[config.mk]
export PLATFORM = sky130hd
export DESIGN_NAME = spi_note_receiver_flat
export DESIGN_NICKNAME = d
export VERILOG_FILES = /design/src/rtl/spi_note_receiver_if.sv /design/src/rtl/spi_note_receiver.sv /design/src/flat_wrapper.sv
export SDC_FILE = /design/constraint.sdc
export NUM_CORES = 1
export LEC_CHECK = 0
export ABC_AREA = 1
export ABC_CLOCK_PERIOD_IN_PS = 2200
export CAP_MARGIN = 40
export CORE_ASPECT_RATIO = 0.8
export CORE_UTILIZATION = 50
export DETAILED_ROUTE_END_ITERATION = 7
export PLACE_DENSITY = 0.84
export SLEW_MARGIN = 20
export SYNTH_ARGS = -nofsm -noshare
export SYNTH_HDL_FRONTEND = slang
export SYNTH_SLANG_ARGS = --single-unit
[constraint.sdc]
create_clock -name i_clk -period 2.2 [get_ports i_clk]
set_clock_uncertainty 0.1 [all_clocks]
set_input_delay 0.33 -clock i_clk [delete_from_list [all_inputs] [get_ports i_clk]]
set_output_delay 0.33 -clock i_clk [all_outputs]
set_load 0.005 [all_outputs]
[src/rtl/spi_note_receiver_if.sv]
`default_nettype none
// ============================================================================
// Module  : spi_note_receiver_if
// Purpose : SPI pins from the host MCU plus the parallel note-event bus.
// Revision: 1.0
// ============================================================================
interface spi_note_receiver_if;
    logic        i_sclk;
    logic        i_mosi;
    logic        i_cs_n;
    logic        o_SPI_note_status;
    logic [7:0]  o_SPI_voice_index;
    logic [6:0]  o_SPI_velocity;
    logic [31:0] o_SPI_tuning_code;
    logic        o_SPI_ready_flag;
    logic        o_frame_error;

    modport slave (
        input  i_sclk, i_mosi, i_cs_n,
        output o_SPI_note_status, o_SPI_voice_index, o_SPI_velocity,
               o_SPI_tuning_code, o_SPI_ready_flag, o_frame_error
    );

    modport master (
        output i_sclk, i_mosi, i_cs_n,
        input  o_SPI_note_status, o_SPI_voice_index, o_SPI_velocity,
               o_SPI_tuning_code, o_SPI_ready_flag, o_frame_error
    );
endinterface
`default_nettype wire

[src/rtl/spi_note_receiver.sv]
`default_nettype none
// ============================================================================
// Module  : spi_note_receiver
// Purpose : SPI mode-0 slave turning note-event frames into the note-event bus.
//           Define SPI_NOTE_RX_CHECKSUM_EN to append and verify an XOR byte.
// Revision: 1.0
// ============================================================================
module spi_note_receiver #(
    parameter int FRAME_BYTES = 7
) (
    input  wire logic          i_clk,
    input  wire logic          i_reset,
    spi_note_receiver_if.slave bus
);

`ifdef SPI_NOTE_RX_CHECKSUM_EN
    localparam int CK_BITS = 8;
`else
    localparam int CK_BITS = 0;
`endif
    localparam int FRAME_BITS = FRAME_BYTES * 8 + CK_BITS;
    localparam int CNT_W      = $clog2(FRAME_BITS + 1);
    localparam logic [CNT_W-1:0] LAST_BIT = CNT_W'(FRAME_BITS - 1);

    localparam logic [1:0] S_IDLE  = 2'd0;
    localparam logic [1:0] S_SHIFT = 2'd1;
    localparam logic [1:0] S_CHECK = 2'd2;
    localparam logic [1:0] S_DRAIN = 2'd3;

    logic [1:0]            sclk_sync, mosi_sync, cs_sync;
    logic                  sclk_prev, sclk_rise, mosi_bit, cs_q;
    logic [1:0]            state, state_next;
    logic [CNT_W-1:0]      bit_cnt;
    logic [FRAME_BITS-1:0] shreg;
    logic                  load_fields, flag_error;
    logic                  frame_ok, ck_ok;
    logic                  note_status, ready_flag, frame_error;
    logic [7:0]            voice_index;
    logic [6:0]            velocity;
    logic [31:0]           tuning_code;

    // Edge, data and chip-select all leave this block on the same cycle so
    // their relative ordering at the pins is preserved.
    always_ff @(posedge i_clk or negedge i_reset) begin
        if (!i_reset) begin
            sclk_sync <= 2'b00;
            mosi_sync <= 2'b00;
            cs_sync   <= 2'b11;
            sclk_prev <= 1'b0;
            sclk_rise <= 1'b0;
            mosi_bit  <= 1'b0;
            cs_q      <= 1'b1;
        end else begin
            sclk_sync <= {sclk_sync[0], bus.i_sclk};
            mosi_sync <= {mosi_sync[0], bus.i_mosi};
            cs_sync   <= {cs_sync[0], bus.i_cs_n};
            sclk_prev <= sclk_sync[1];
            sclk_rise <= sclk_sync[1] & ~sclk_prev;
            mosi_bit  <= mosi_sync[1];
            cs_q      <= cs_sync[1];
        end
    end

    wire logic [7:0]  hdr_byte  = shreg[FRAME_BITS-1  -: 8];
    wire logic [7:0]  voice_byt = shreg[FRAME_BITS-9  -: 8];
    wire logic [7:0]  vel_byte  = shreg[FRAME_BITS-17 -: 8];
    wire logic [31:0] tune_word = shreg[CK_BITS +: 32];

`ifdef SPI_NOTE_RX_CHECKSUM_EN
    logic [7:0] ck_acc;
    // XOR over all bytes including the checksum byte is zero for a good frame.
    always_comb begin
        ck_acc = 8'h00;
        for (int i = 0; i < FRAME_BITS / 8; i++) begin
            ck_acc = ck_acc ^ shreg[i*8 +: 8];
        end
    end
    assign ck_ok = (ck_acc == 8'h00);
`else
    assign ck_ok = 1'b1;
`endif

    assign frame_ok = (hdr_byte[6:0] == 7'h5A) && !vel_byte[7] && ck_ok;

    always_ff @(posedge i_clk or negedge i_reset) begin
        if (!i_reset) state <= S_IDLE;
        else          state <= state_next;
    end

    // A final edge coinciding with cs_n rising still completes the frame.
    always_comb begin
        state_next = state;
        case (state)
            S_IDLE:  if (!cs_q) state_next = S_SHIFT;
            S_SHIFT: begin
                if (sclk_rise && bit_cnt == LAST_BIT) state_next = S_CHECK;
                else if (cs_q)                        state_next = S_IDLE;
            end
            S_CHECK: state_next = S_DRAIN;
            S_DRAIN: if (cs_q) state_next = S_IDLE;
            default: state_next = S_IDLE;
        endcase
    end

    always_comb begin
        load_fields = 1'b0;
        flag_error  = 1'b0;
        case (state)
            S_SHIFT: flag_error = cs_q && !(sclk_rise && bit_cnt == LAST_BIT)
                                  && (sclk_rise || bit_cnt != '0);
            S_CHECK: begin
                load_fields = frame_ok;
                flag_error  = !frame_ok;
            end
            default: ;
        endcase
    end

    always_ff @(posedge i_clk or negedge i_reset) begin
        if (!i_reset) begin
            bit_cnt <= '0;
            shreg   <= '0;
        end else if (state == S_IDLE) begin
            bit_cnt <= '0;
        end else if (state == S_SHIFT && sclk_rise) begin
            shreg   <= {shreg[FRAME_BITS-2:0], mosi_bit};
            bit_cnt <= bit_cnt + 1'b1;
        end
    end

    always_ff @(posedge i_clk or negedge i_reset) begin
        if (!i_reset) begin
            ready_flag  <= 1'b0;
            frame_error <= 1'b0;
            note_status <= 1'b0;
            voice_index <= 8'h00;
            velocity    <= 7'h00;
            tuning_code <= 32'h0;
        end else begin
            ready_flag  <= load_fields;
            frame_error <= flag_error;
            if (load_fields) begin
                note_status <= hdr_byte[7];
                voice_index <= voice_byt;
                velocity    <= vel_byte[6:0];
                tuning_code <= tune_word;
            end
        end
    end

    assign bus.o_SPI_note_status = note_status;
    assign bus.o_SPI_voice_index = voice_index;
    assign bus.o_SPI_velocity    = velocity;
    assign bus.o_SPI_tuning_code = tuning_code;
    assign bus.o_SPI_ready_flag  = ready_flag;
    assign bus.o_frame_error     = frame_error;

endmodule
`default_nettype wire

[src/flat_wrapper.sv]
// flat-port wrapper written by rule: the top's interface ports become plain ports
module spi_note_receiver_flat 
#(
    parameter int FRAME_BYTES = 7
)
  (i_clk, i_reset, bus_i_sclk, bus_i_mosi, bus_i_cs_n, bus_o_SPI_note_status, bus_o_SPI_voice_index, bus_o_SPI_velocity, bus_o_SPI_tuning_code, bus_o_SPI_ready_flag, bus_o_frame_error);
  spi_note_receiver_if bus_i ();
  input  wire logic i_clk;
  input  wire logic i_reset;
  input wire logic [$bits(bus_i.i_sclk)-1:0] bus_i_sclk;
  input wire logic [$bits(bus_i.i_mosi)-1:0] bus_i_mosi;
  input wire logic [$bits(bus_i.i_cs_n)-1:0] bus_i_cs_n;
  output wire logic [$bits(bus_i.o_SPI_note_status)-1:0] bus_o_SPI_note_status;
  output wire logic [$bits(bus_i.o_SPI_voice_index)-1:0] bus_o_SPI_voice_index;
  output wire logic [$bits(bus_i.o_SPI_velocity)-1:0] bus_o_SPI_velocity;
  output wire logic [$bits(bus_i.o_SPI_tuning_code)-1:0] bus_o_SPI_tuning_code;
  output wire logic [$bits(bus_i.o_SPI_ready_flag)-1:0] bus_o_SPI_ready_flag;
  output wire logic [$bits(bus_i.o_frame_error)-1:0] bus_o_frame_error;
  assign bus_i.i_sclk = bus_i_sclk;
  assign bus_i.i_mosi = bus_i_mosi;
  assign bus_i.i_cs_n = bus_i_cs_n;
  assign bus_o_SPI_note_status = bus_i.o_SPI_note_status;
  assign bus_o_SPI_voice_index = bus_i.o_SPI_voice_index;
  assign bus_o_SPI_velocity = bus_i.o_SPI_velocity;
  assign bus_o_SPI_tuning_code = bus_i.o_SPI_tuning_code;
  assign bus_o_SPI_ready_flag = bus_i.o_SPI_ready_flag;
  assign bus_o_frame_error = bus_i.o_frame_error;
  spi_note_receiver #(.FRAME_BYTES(FRAME_BYTES)) u_core (.i_clk(i_clk), .i_reset(i_reset), .bus(bus_i));
endmodule
density.png
11 x 9 tiles, from black (low) to pale yellow (high), 0 to 100% covered.
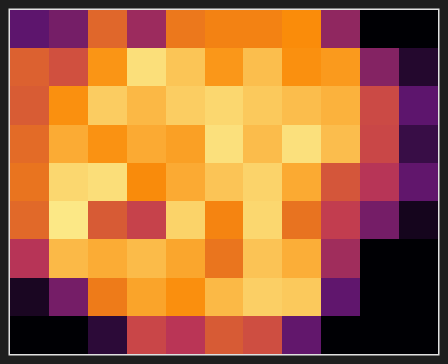
fullest tile = 95%
emptiest ninth of the die = lower right
tiles over 75% full = 43%
final core utilization: 65.35%
Core Util at FP: 51.97%
Core ar.: 9154 um2

metal_stack.png
Bar = 20 um. Only two layers are drawn.
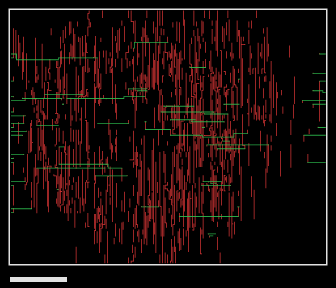
met3 -> green  # wire length 468 um
met2 -> red  # wire length 4390 um
routed len/inst: 13.74 um
GRT Util Overall: 20.27%
DR vias: 3362
final WL: 9.165 mm

registers.png
Bar = 20 um. Other sequential cells in the stronger gray, the rest of the logic in the fainter gray.
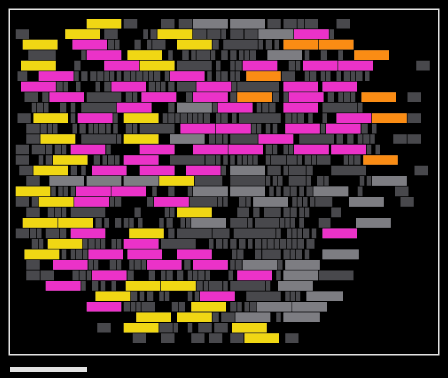
u_core.bus.o_SPI_tuning_code -> yellow  # flops 32
u_core.shreg -> magenta  # flops 56
u_core.bus.o_SPI_voice_index -> orange  # flops 8, where upper right

==> run_results.csv <==
group,metric,value,unit
outcome,status,"finished with violations",
outcome,violations,"design-rule violations",
yosys,yosys_area,4757,um2
place,port_buffers,54,
job,warning_count,32,
job,maxCapViolCount,0,
clock_tree,cts_sinks,124,
clock_tree,path_clk_slew,0.05,ns
final_timing,relSlewSlack,56.45,%
final_timing,maxSlewViolCount,0,
yosys,ys.flops,124,
yosys,edf_count,0,
drt,routed_via_density,5.040,
setup_path,path_buffers,2,
place,place.gp.congestion,0.8307,
place,placed_cells,637,
floorplanning,chipHeight,89.24,um
pwr,swShare,22.59,%
yosys,synth.most_common_cell,"nand2_1",
clock_tree,htreeDepth,4,
place,placed_cell_area,5391,um2
global_routing,grt_max_degree,125,
yosys,topCellsByArea,"dfrtp_1 (64%), nand2_1 (10%), o21ai_0 (6.0%), o21ai_1 (5.3%), inv_1 (5.0%)",
drt,antenna_left,0,
clock_tree,postCtsSetupRepairBufs,0,
finish,area_growth,25.75,%
finish,finalNetCount,553,
clock_tree,cts_root_buf,"clkbuf_16",
clock_tree,ctsHoldBuffers,1,
drt,first_iter_violations,227,
yosys,synth.largest_area_cell,"dfrtp_1",
floorplanning,die_area,9911,um2
setup_path,critPathTopFamily,"simple AND/OR/NAND/NOR gates",
clock_tree,cts_tree,"yes",
global_routing,first_global_vias,3218,
yosys,yosysCellCount,484,
place,hpwl,5.464,mm
setup_path,cp_cell_sequence,"inv_1, ha_1, nand2_2, nor2_4, buf_4, nand2_1, o21ai_1",
yosys,synth_area,4757,um2
floorplanning,die_w,111.1,um
finish,layout.cells.non_filler,667,
drt,drc,2,
worst_hold_path,hp-class,"input pin to flip-flop",
clock_tree,clock_latency,0.40,ns
yosys,synthArstFlopShare,100.0,%
setup_path,critPathLaunchType,"flip-flop",
cell_classes.png
Bar = 20 um. Fill, decap, tap and diode cells in gray.
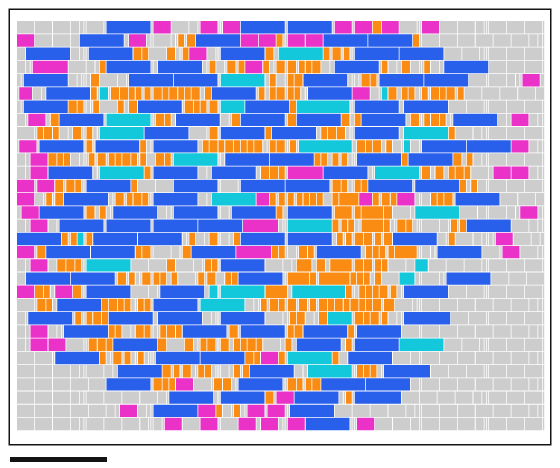
all other logic -> orange  # cells 338
other buffers and delay cells -> magenta  # cells 61
flip-flops -> blue  # cells 124
clock drivers and dummy loads -> cyan  # cells 29
Seq area share: 51.93%
design area: 5982 um2
row cnt: 31

final_congestion.png
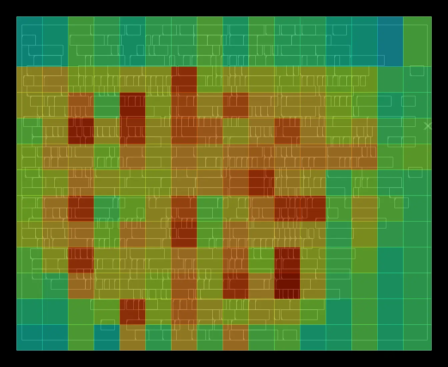
met2 usage: 32.25%
met1 Use GR: 26.70%

flip-flops by register name, summed over array words and instances, names as in the netlist:
signal and cells:
u_core.shreg 56, u_core.bus.o_SPI_tuning_code 32, u_core.bus.o_SPI_voice_index 8, u_core.bus.o_SPI_velocity 7, u_core.bit_cnt 6, u_core.cs_sync 2, u_core.mosi_sync 2, u_core.sclk_sync 2
u_core.state 2, u_core.bus.o_SPI_note_status 1, u_core.bus.o_SPI_ready_flag 1, u_core.bus.o_frame_error 1, u_core.cs_q 1, u_core.mosi_bit 1, u_core.sclk_prev 1, u_core.sclk_rise 1
cell type report:
class / count / area (um2) / area share (%)
Clock buffer: 22 / 464.2 / 7.760
Multi-Input combinational cell: 274 / 1267 / 21.19
Timing Repair Buffer: 61 / 643.1 / 10.75
Clock inverter: 7 / 116.4 / 1.945
Sequential cell: 124 / 3107 / 51.93
Tap cell: 115 / 143.9 / 2.405
Inverter: 64 / 240.2 / 4.016
worst register-to-register path, delay by kind of cell, from the launching register on:
| family | cells | cell delay (ns) |
|---|---|---|
| DFF | 1 | 0.42 |
| adders and majority gates | 1 | 0.24 |
| buffers and inverters | 2 | 0.42 |
| AOI/OAI and AO/OA | 1 | 0.10 |
| and+or+nand+nor | 3 | 0.44 |
routing by layer:
metal	GRT usage [%]	wire, um
met1	26.70	4120
met2	32.25	4387
met3	5.153	467
met4	9.828	190
met5	0	0
logic make-up (layout without fill, tap and decap cells):
| kind of cell | count (synthesis) | count (layout) | synth area share (%) |
|---|---|---|---|
| buf+inv | 86 | 154 | 8.206 |
| simple gates | 156 | 156 | 13.05 |
| compound gates | 111 | 111 | 11.68 |
| xor+xnor | 1 | 1 | 0.1841 |
| flops | 124 | 124 | 65.31 |
| fa+ha+maj | 6 | 6 | 1.578 |
power by group through the flow:
stage	Clock (W)	Combinational [W]	Sequential, W
global route	0.00288	0.000452	0.00243
floorplan	0	0.000269	0.00244
CTS	0.00277	0.000398	0.00242
global placement	0	0.000364	0.00245
detailed placement	0	0.000386	0.00245
finish	0.00274	0.000394	0.00242
placed cells by master, fill, tap and decap left out, types with 2 or more instances in the layout:
cell type and count:
nand2_1 128, dfrtp_1 121, inv_1 64, o21ai_0 57, clkdlybuf4s50_1 53, o21ai_1 50
clkbuf_16 17, nor2_1 14, nand3_1 6, ha_1 6, a21oi_1 4, nor3_1 4
buf_12 4, clkbuf_1 3, bufinv_16 3, buf_4 3, dfstp_2 3, clkinv_2 2
clkbuf_8 2
through the flow:
step	power, W	hold WS, ns
2_1_floorplan	0.002711	-0.06559
3_3_place_gp	0.002813	0.2363
3_5_place_dp	0.002838	0.2355
4_1_cts	0.005590	0.2321
5_1_grt	0.005756	0.2299
6_report	0.005554	0.2382
worst paths after layout:
path                                startpoint                                to  depth (start not counted)  slack (ns)
max reg2reg                    u_core.state[1]                  u_core.shreg[36]                          7        0.40
max                            u_core.state[1]                  u_core.shreg[36]                          7        0.40
max in group asynchronous              i_reset                 u_core.bit_cnt[5]                          3        1.04
min in group asynchronous              i_reset  u_core.bus.o_SPI_tuning_code[23]                          3        0.44
min                                 bus_i_cs_n                 u_core.cs_sync[0]                          1        0.24
min reg2reg                u_core.mosi_sync[0]               u_core.mosi_sync[1]                          0        0.25
Power is estimated from default activity; no workload was simulated.
